==> run_1/layer_met1.png <==
Supply wires on this layer in gray.
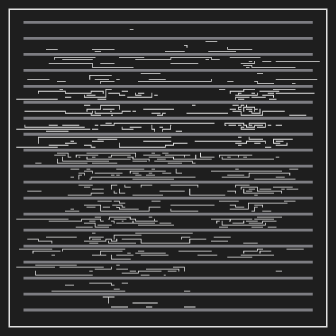
==> run_1/layer_met2.png <==
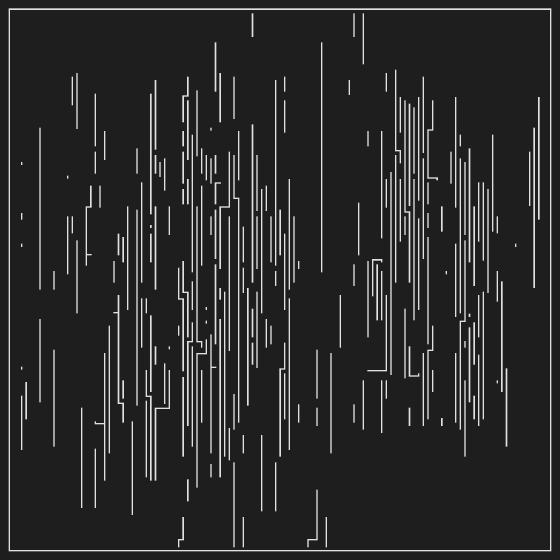
==> run_1/layer_met3.png <==
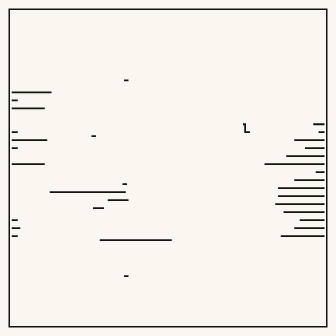
[src/rtl/pipeline_flow_controller_if.sv]
// Pipeline hazard/flow-control bundle: event inputs from the datapath and
// memories, and stall/clear controls plus status back to the pipeline.
interface pipeline_flow_controller_if;
   logic        pc_valid;
   logic        imem_ready;
   logic        dmem_busy;
   logic        load_use_hazard;
   logic        branch_taken;
   logic        jump_decode;

   logic        stall_programe_counter_stage;
   logic        stall_instruction_fetch_stage;
   logic        stall_decoding_stage;
   logic        stall_execution_stage;
   logic        clear_instruction_fetch_stage;
   logic        clear_decoding_stage;
   logic        clear_execution_stage;
   logic [15:0] stall_count;
   logic [1:0]  fsm_state;

   // Controller side: consumes events, produces stall/clear controls.
   modport master (
      input  pc_valid, imem_ready, dmem_busy, load_use_hazard, branch_taken, jump_decode,
      output stall_programe_counter_stage, stall_instruction_fetch_stage,
             stall_decoding_stage, stall_execution_stage,
             clear_instruction_fetch_stage, clear_decoding_stage, clear_execution_stage,
             stall_count, fsm_state
   );

   // Pipeline side: raises events, obeys stall/clear controls.
   modport slave (
      output pc_valid, imem_ready, dmem_busy, load_use_hazard, branch_taken, jump_decode,
      input  stall_programe_counter_stage, stall_instruction_fetch_stage,
             stall_decoding_stage, stall_execution_stage,
             clear_instruction_fetch_stage, clear_decoding_stage, clear_execution_stage,
             stall_count, fsm_state
   );
endinterface

[src/rtl/pipeline_flow_controller.sv]
// Pipeline flow controller: resolves memory stalls, branch/jump redirects and
// load-use hazards into per-stage stall/clear controls. State, flush counter
// and stall counter are registered; the controls are combinational.
module pipeline_flow_controller #(
   parameter int unsigned FLUSH_CYCLES = 1
) (
   input logic                      clk,
   input logic                      rst_n,
   pipeline_flow_controller_if.master bus
);

   typedef enum logic [1:0] {
      RUN       = 2'b00,
      IMEM_WAIT = 2'b01,
      DMEM_WAIT = 2'b10,
      FLUSH     = 2'b11
   } state_e;

   typedef struct packed {
      logic stall_pc;
      logic stall_if;
      logic stall_de;
      logic stall_ex;
      logic clear_if;
      logic clear_de;
      logic clear_ex;
   } ctrl_t;

   // Remaining flush cycles after the redirect cycle itself.
   localparam logic [2:0] FLUSH_RELOAD = 3'(FLUSH_CYCLES - 1);

   state_e      state_q, state_d;
   logic [2:0]  flush_cnt_q, flush_cnt_d;
   logic [15:0] stall_count_q;
   ctrl_t       ctrl;
   logic        imem_miss;
   logic        flush_pending;
   state_e      wait_exit;

   assign imem_miss     = bus.pc_valid & ~bus.imem_ready;
   // A memory wait that interrupted a flush must resume it on exit.
   assign flush_pending = (state_q == DMEM_WAIT) && (flush_cnt_q != 3'd0);
   assign wait_exit     = flush_pending ? FLUSH : RUN;

   // Priority resolution of pipeline events into controls and next state.
   always_comb begin
      // NOTE: every combinational output gets a default first so no path
      // leaves it unassigned, which would otherwise infer a latch.
      ctrl        = '0;
      state_d     = state_q;
      flush_cnt_d = flush_cnt_q;

      if (bus.dmem_busy) begin
         // Freeze the whole pipeline; the flush counter keeps its value.
         ctrl.stall_pc = 1'b1;
         ctrl.stall_if = 1'b1;
         ctrl.stall_de = 1'b1;
         ctrl.stall_ex = 1'b1;
         state_d       = DMEM_WAIT;
      end else if (bus.branch_taken) begin
         ctrl.clear_if = 1'b1;
         ctrl.clear_de = 1'b1;
         flush_cnt_d   = FLUSH_RELOAD;
         state_d       = (FLUSH_CYCLES > 1) ? FLUSH : RUN;
      end else begin
         case (state_q)
            FLUSH: begin
               // Wrong-path fetch/decode are discarded; decode-side events
               // and fetch misses are irrelevant while flushing.
               ctrl.clear_if = 1'b1;
               ctrl.clear_de = 1'b1;
               flush_cnt_d   = (flush_cnt_q != 3'd0) ? flush_cnt_q - 3'd1 : 3'd0;
               state_d       = (flush_cnt_q > 3'd1) ? FLUSH : RUN;
            end
            default: begin
               // RUN, IMEM_WAIT and the DMEM_WAIT exit cycle share the
               // lower-priority event handling.
               if (bus.load_use_hazard) begin
                  ctrl.stall_pc = 1'b1;
                  ctrl.stall_if = 1'b1;
                  ctrl.stall_de = 1'b1;
                  ctrl.clear_ex = 1'b1;
                  if (state_q == DMEM_WAIT) begin
                     state_d = wait_exit;
                  end
               end else if (imem_miss) begin
                  ctrl.stall_pc = 1'b1;
                  ctrl.stall_if = 1'b1;
                  ctrl.clear_de = 1'b1;
                  state_d       = flush_pending ? FLUSH : IMEM_WAIT;
               end else begin
                  if (bus.jump_decode && (state_q != IMEM_WAIT)) begin
                     ctrl.clear_if = 1'b1;
                  end
                  state_d = wait_exit;
               end
            end
         endcase
      end
   end

   // State and flush counter registers.
   always_ff @(posedge clk or negedge rst_n) begin
      // NOTE: sequential state uses non-blocking assignments so every
      // register samples pre-edge values regardless of statement order.
      if (!rst_n) begin
         state_q     <= RUN;
         flush_cnt_q <= 3'd0;
      end else begin
         state_q     <= state_d;
         flush_cnt_q <= flush_cnt_d;
      end
   end

   // Saturating count of cycles in which the PC is held.
   always_ff @(posedge clk or negedge rst_n) begin
      if (!rst_n) begin
         stall_count_q <= 16'd0;
      end else if (ctrl.stall_pc && (stall_count_q != 16'hFFFF)) begin
         stall_count_q <= stall_count_q + 16'd1;
      end
   end

   assign bus.stall_programe_counter_stage  = ctrl.stall_pc;
   assign bus.stall_instruction_fetch_stage = ctrl.stall_if;
   assign bus.stall_decoding_stage          = ctrl.stall_de;
   assign bus.stall_execution_stage         = ctrl.stall_ex;
   assign bus.clear_instruction_fetch_stage = ctrl.clear_if;
   assign bus.clear_decoding_stage          = ctrl.clear_de;
   assign bus.clear_execution_stage         = ctrl.clear_ex;
   assign bus.stall_count                   = stall_count_q;
   assign bus.fsm_state                     = state_q;

endmodule

[src/flat_wrapper.sv]
// flat-port wrapper written by rule: the top's interface ports become plain ports
module pipeline_flow_controller_flat 
#(
   parameter int unsigned FLUSH_CYCLES = 1
)
  (clk, rst_n, bus_pc_valid, bus_imem_ready, bus_dmem_busy, bus_load_use_hazard, bus_branch_taken, bus_jump_decode, bus_stall_programe_counter_stage, bus_stall_instruction_fetch_stage, bus_stall_decoding_stage, bus_stall_execution_stage, bus_clear_instruction_fetch_stage, bus_clear_decoding_stage, bus_clear_execution_stage, bus_stall_count, bus_fsm_state);
  pipeline_flow_controller_if bus_i ();
  input logic clk;
  input logic rst_n;
  input wire logic [$bits(bus_i.pc_valid)-1:0] bus_pc_valid;
  input wire logic [$bits(bus_i.imem_ready)-1:0] bus_imem_ready;
  input wire logic [$bits(bus_i.dmem_busy)-1:0] bus_dmem_busy;
  input wire logic [$bits(bus_i.load_use_hazard)-1:0] bus_load_use_hazard;
  input wire logic [$bits(bus_i.branch_taken)-1:0] bus_branch_taken;
  input wire logic [$bits(bus_i.jump_decode)-1:0] bus_jump_decode;
  output wire logic [$bits(bus_i.stall_programe_counter_stage)-1:0] bus_stall_programe_counter_stage;
  output wire logic [$bits(bus_i.stall_instruction_fetch_stage)-1:0] bus_stall_instruction_fetch_stage;
  output wire logic [$bits(bus_i.stall_decoding_stage)-1:0] bus_stall_decoding_stage;
  output wire logic [$bits(bus_i.stall_execution_stage)-1:0] bus_stall_execution_stage;
  output wire logic [$bits(bus_i.clear_instruction_fetch_stage)-1:0] bus_clear_instruction_fetch_stage;
  output wire logic [$bits(bus_i.clear_decoding_stage)-1:0] bus_clear_decoding_stage;
  output wire logic [$bits(bus_i.clear_execution_stage)-1:0] bus_clear_execution_stage;
  output wire logic [$bits(bus_i.stall_count)-1:0] bus_stall_count;
  output wire logic [$bits(bus_i.fsm_state)-1:0] bus_fsm_state;
  assign bus_i.pc_valid = bus_pc_valid;
  assign bus_i.imem_ready = bus_imem_ready;
  assign bus_i.dmem_busy = bus_dmem_busy;
  assign bus_i.load_use_hazard = bus_load_use_hazard;
  assign bus_i.branch_taken = bus_branch_taken;
  assign bus_i.jump_decode = bus_jump_decode;
  assign bus_stall_programe_counter_stage = bus_i.stall_programe_counter_stage;
  assign bus_stall_instruction_fetch_stage = bus_i.stall_instruction_fetch_stage;
  assign bus_stall_decoding_stage = bus_i.stall_decoding_stage;
  assign bus_stall_execution_stage = bus_i.stall_execution_stage;
  assign bus_clear_instruction_fetch_stage = bus_i.clear_instruction_fetch_stage;
  assign bus_clear_decoding_stage = bus_i.clear_decoding_stage;
  assign bus_clear_execution_stage = bus_i.clear_execution_stage;
  assign bus_stall_count = bus_i.stall_count;
  assign bus_fsm_state = bus_i.fsm_state;
  pipeline_flow_controller #(.FLUSH_CYCLES(FLUSH_CYCLES)) u_core (.clk(clk), .rst_n(rst_n), .bus(bus_i));
endmodule
[config.mk]
export PLATFORM = sky130hd
export DESIGN_NAME = pipeline_flow_controller_flat
export DESIGN_NICKNAME = d
export VERILOG_FILES = /design/src/rtl/pipeline_flow_controller_if.sv /design/src/rtl/pipeline_flow_controller.sv /design/src/flat_wrapper.sv
export SDC_FILE = /design/constraint.sdc
export NUM_CORES = 1
export LEC_CHECK = 0
export ABC_AREA = 0
export ABC_CLOCK_PERIOD_IN_PS = 3930
export CORE_MARGIN = 2
export CORE_UTILIZATION = 47
export CTS_BUF_LIST = sky130_fd_sc_hd__clkbuf_4
export DETAILED_ROUTE_END_ITERATION = 12
export PLACE_DENSITY = 0.88
export SYNTH_ARGS = -nofsm -noshare
export SYNTH_HDL_FRONTEND = slang
export SYNTH_SLANG_ARGS = --single-unit
[constraint.sdc]
create_clock -name clk -period 3.93 [get_ports clk]
set_input_delay 0.5895 -clock clk [delete_from_list [all_inputs] [get_ports clk]]
set_output_delay 0.5895 -clock clk [all_outputs]
set_load 0.01 [all_outputs]
==> metrics.yaml, run 1 <==
pwr:
  switching_share: 0.361
  power_switching_uw: 272
  power.ir.vdd_worst_mv: 0.443
  p_seq_frac: 0.462
  p_total_uw: 752
layout:
  ff_count: 21
  n_antenna_cell: 0
  mostFrequentLayoutCell: "clkdlybuf4s50_1"
  layout.buffer.nonclock.area_share: 0.213
route:
  drc: 0
  detailroute.wirelength.met2_um: 1320
  route.top_layer_used: "met4"
  detail_route.iter0.violations: 23
  drtAntennaViolNets: 0
worst_setup_path:
  cp-end-kind: "output pin"
final_timing:
  slew_headroom: 0.386
synth:
  synth.top_cell.area_share: 0.451
  fraction_of_registers_with_async_set_reset: 1.00
  fraction_of_the_mapped_netlist_area_in_simple_logic_gates: 0.286
worst_hold_path:
  worst_min_delay_path_endpoint: "u_core.bus.stall_count[10]"
status:
  status: "finished, final reports clean"
grt:
  gr-max-usage-layer: "met2"
  aggregate_global_route_resource_usage: 0.208
Back to the opening pictures, layer_met1.png:
- share of all routed wire: 43%
- wire length on this layer: 1130 um
- nets with wire on the layer: 137
- longest straight run: 22.5 um
total length of routed wires: 2660 um
Vias: 1002
met1 usage in global routing: 0.262

Back to the opening pictures, layer_met2.png:
- main direction: vertical
- share of all routed wire: 50%
- longest straight run: 22.8 um

Back to the opening pictures, layer_met3.png:
- main direction: horizontal
- wire length on this layer: 138 um
- share of all routed wire: 5.2%
- longest straight run: 12.6 um
GR met3 Demand/Resource: 0.0167

==> run_1/clocks.png <==
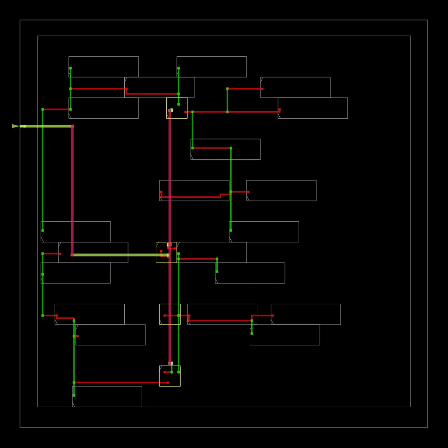

==> run 2: changes to the inputs <==
--- a/config.mk
+++ b/config.mk
@@ -6,12 +6,12 @@
 export NUM_CORES = 1
 export LEC_CHECK = 0
 export ABC_AREA = 0
-export ABC_CLOCK_PERIOD_IN_PS = 3930
+export ABC_CLOCK_PERIOD_IN_PS = 2800
 export CORE_MARGIN = 2
-export CORE_UTILIZATION = 47
+export CORE_UTILIZATION = 44
 export CTS_BUF_LIST = sky130_fd_sc_hd__clkbuf_4
 export DETAILED_ROUTE_END_ITERATION = 12
-export PLACE_DENSITY = 0.88
+export PLACE_DENSITY = 0.87
 export SYNTH_ARGS = -nofsm -noshare
 export SYNTH_HDL_FRONTEND = slang
 export SYNTH_SLANG_ARGS = --single-unit
==> constraint.sdc (replaced) <==
create_clock -name clk -period 2.8 [get_ports clk]
set_input_delay 0.42 -clock clk [delete_from_list [all_inputs] [get_ports clk]]
set_output_delay 0.42 -clock clk [all_outputs]
set_load 0.01 [all_outputs]
==> run_2/clocks.png <==
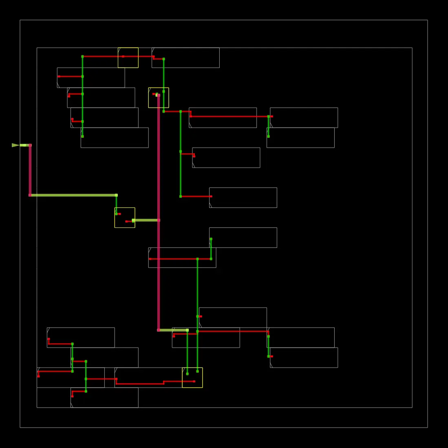
total of clock buffers placed in the layout: 4
worst skew pair latency: 0.31 ns
number of clock sinks seen by CTS: 21
Post-Route Skew: 0.00642 ns

==> metrics.yaml, run 2 <==
synth:
  synth.top_cell.area_share: 0.451  # unchanged
pwr:
  switching_share: 0.354  # -0.00778
  power.ir.vdd_worst_mv: 0.676  # +52%
  p_total_uw: 1050  # +39%
  power_switching_uw: 370  # +36%
route:
  detail_route.iter0.violations: 20  # -13%
  routed_wirelength_um: 2500  # -6.0%
  drc: 0  # unchanged
  route.top_layer_used: "met4"
  vias: 995  # -0.70%
  detailroute.wirelength.met2_um: 1270  # -3.9%
grt:
  gr-max-usage-layer: "met2"
  aggregate_global_route_resource_usage: 0.171  # -0.0370
  global_route.usage.met3: 0.0281  # +0.0114
  met1_usage_in_global_routing: 0.204  # -0.0575
layout:
  ff_count: 21  # unchanged
  n_antenna_cell: 0  # unchanged
  layout.buffer.nonclock.area_share: 0.220  # +0.00760
  mostFrequentLayoutCell: "clkdlybuf4s50_1"
worst_setup_path:
  cp-end-kind: "output pin"
  setup.reg_to_reg.worst_slack_ns: 0.91
final_timing:
  slew_headroom: 0.379  # -0.00733
worst_hold_path:
  worst_min_delay_path_endpoint: "u_core.bus.stall_count[10]"
status:
  status: "finished, final reports clean"
floorplan:
  die_area_mm2: 0.00308
==> run_2/layer_met2.png <==
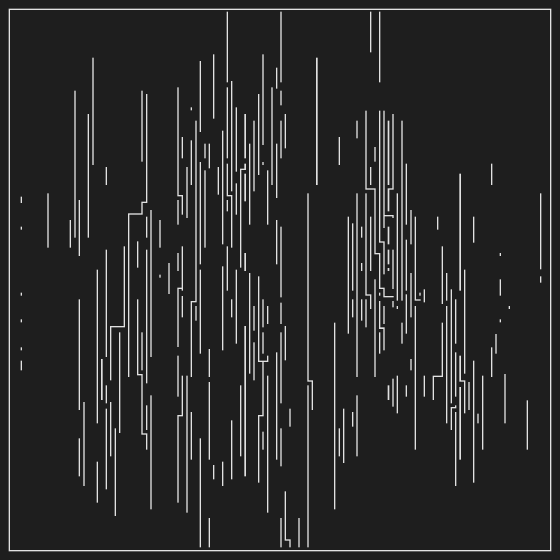

==> run 3: changes to the inputs <==
--- a/config.mk
+++ b/config.mk
@@ -5,10 +5,11 @@
 export SDC_FILE = /design/constraint.sdc
 export NUM_CORES = 1
 export LEC_CHECK = 0
-export ABC_AREA = 0
+export ABC_AREA = 1
 export ABC_CLOCK_PERIOD_IN_PS = 2800
+export CAP_MARGIN = 20
 export CORE_MARGIN = 2
-export CORE_UTILIZATION = 44
+export CORE_UTILIZATION = 46
 export CTS_BUF_LIST = sky130_fd_sc_hd__clkbuf_4
 export DETAILED_ROUTE_END_ITERATION = 12
 export PLACE_DENSITY = 0.87
==> run_3/layer_met2.png <==
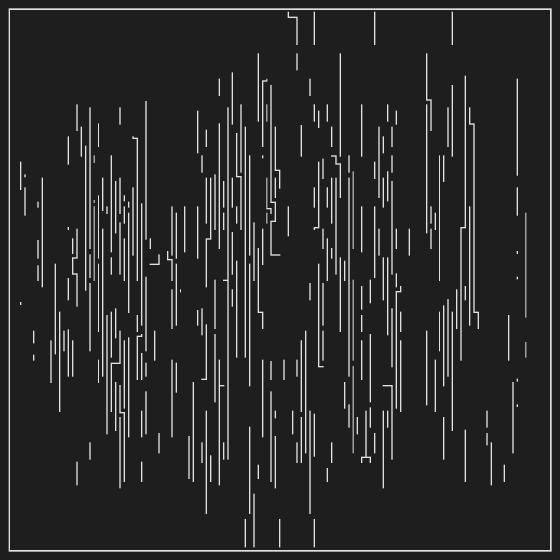
- nets with wire on the layer: 178
- share of all routed wire: 50%
- wire length on this layer: 1390 um
- main direction: vertical
- longest straight run: 37.4 um
met2 capacity usage during global routing: 0.326
total length of routed wires: 2790 um
Vias: 1266

==> metrics.yaml, run 3 <==
final_timing:
  final_hold_viol_count: 0
  fin_skew_ns: 0.00582  # -0.000598 ns
  worst-slew-pin-transition_ns: 0.584
  slew_headroom: 0.610  # +0.231
grt:
  grt_overflow: 0
  met1_usage_in_global_routing: 0.223  # +0.0193
  gr-max-usage-layer: "met2"
  grt_pass1_vias: 1213
  aggregate_global_route_resource_usage: 0.183  # +0.0121
  global_route.usage.met3: 0.0431  # +0.0150
floorplan:
  die_x_um: 57.5
  die_area_mm2: 0.00331  # +7.7%
synth:
  synth.top_cell.area_share: 0.398  # -0.0526
  fraction_of_registers_with_async_set_reset: 1.00
  number_of_flops_mapped_to_enable_cells_by_yosys: 0
  ys_seq_share: 0.398
  fraction_of_the_mapped_netlist_area_in_simple_logic_gates: 0.394
route:
  drc: 0  # unchanged
  detailroute.wirelength.met2_um: 1390  # +9.4%
  detail_route.iter0.violations: 29  # +45%
  route.top_layer_used: "met4"
pwr:
  switching_share: 0.339  # -0.0146
  p_total_uw: 793  # -24%
  power_switching_uw: 269  # -27%
  pg_comb_uw: 245
  power.ir.vdd_worst_mv: 0.434  # -36%
clock_tree:
  cts_max_path_buffers: 2
  clock_sink_count: 21  # unchanged
  worstSkewPairLatency_ns: 0.31  # about the same
status:
  status: "finished, final reports clean"
layout:
  ff_count: 21  # unchanged
  mostFrequentLayoutCell: "nand2_1"
  area_share_clock_buf_inv: 0.0164
  layout.buffer.nonclock.area_share: 0.196  # -0.0248
  num-clock-buffers: 3  # -1
  n_antenna_cell: 0  # unchanged
  sh_seq_area: 0.314
worst_setup_path:
  cp-end-kind: "output pin"
  setup.reg_to_reg.worst_slack_ns: 1.07  # +0.16 ns

==> notes/layouts.md <==
Pictures saved along the way, in no particular order.

Signal metal coverage by tile.
(a)
Scale bar: 20 um. 11 x 11 tiles, from dark purple (low) to yellow (high), scaled to the fullest tile. Values are wire area over tile area, all layers added.
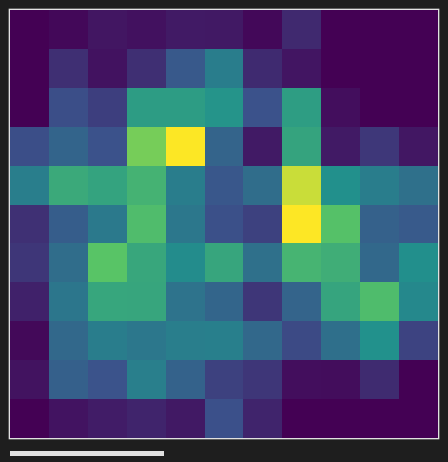
(b)
Scale bar: 20 um. 11 x 11 tiles, from dark purple (low) to yellow (high), scaled to the fullest tile. Values are wire area over tile area, all layers added.
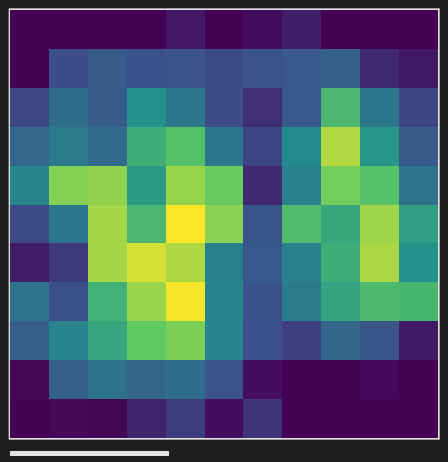
(c)
Scale bar: 20 um. 12 x 12 tiles, from dark purple (low) to yellow (high), scaled to the fullest tile. Values are wire area over tile area, all layers added.
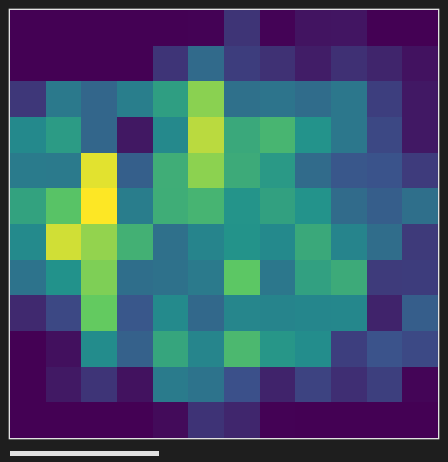
Run 1 is (b).
Run 2 is (a).
Run 3 is (c).

Power is estimated from default activity; no workload was simulated.
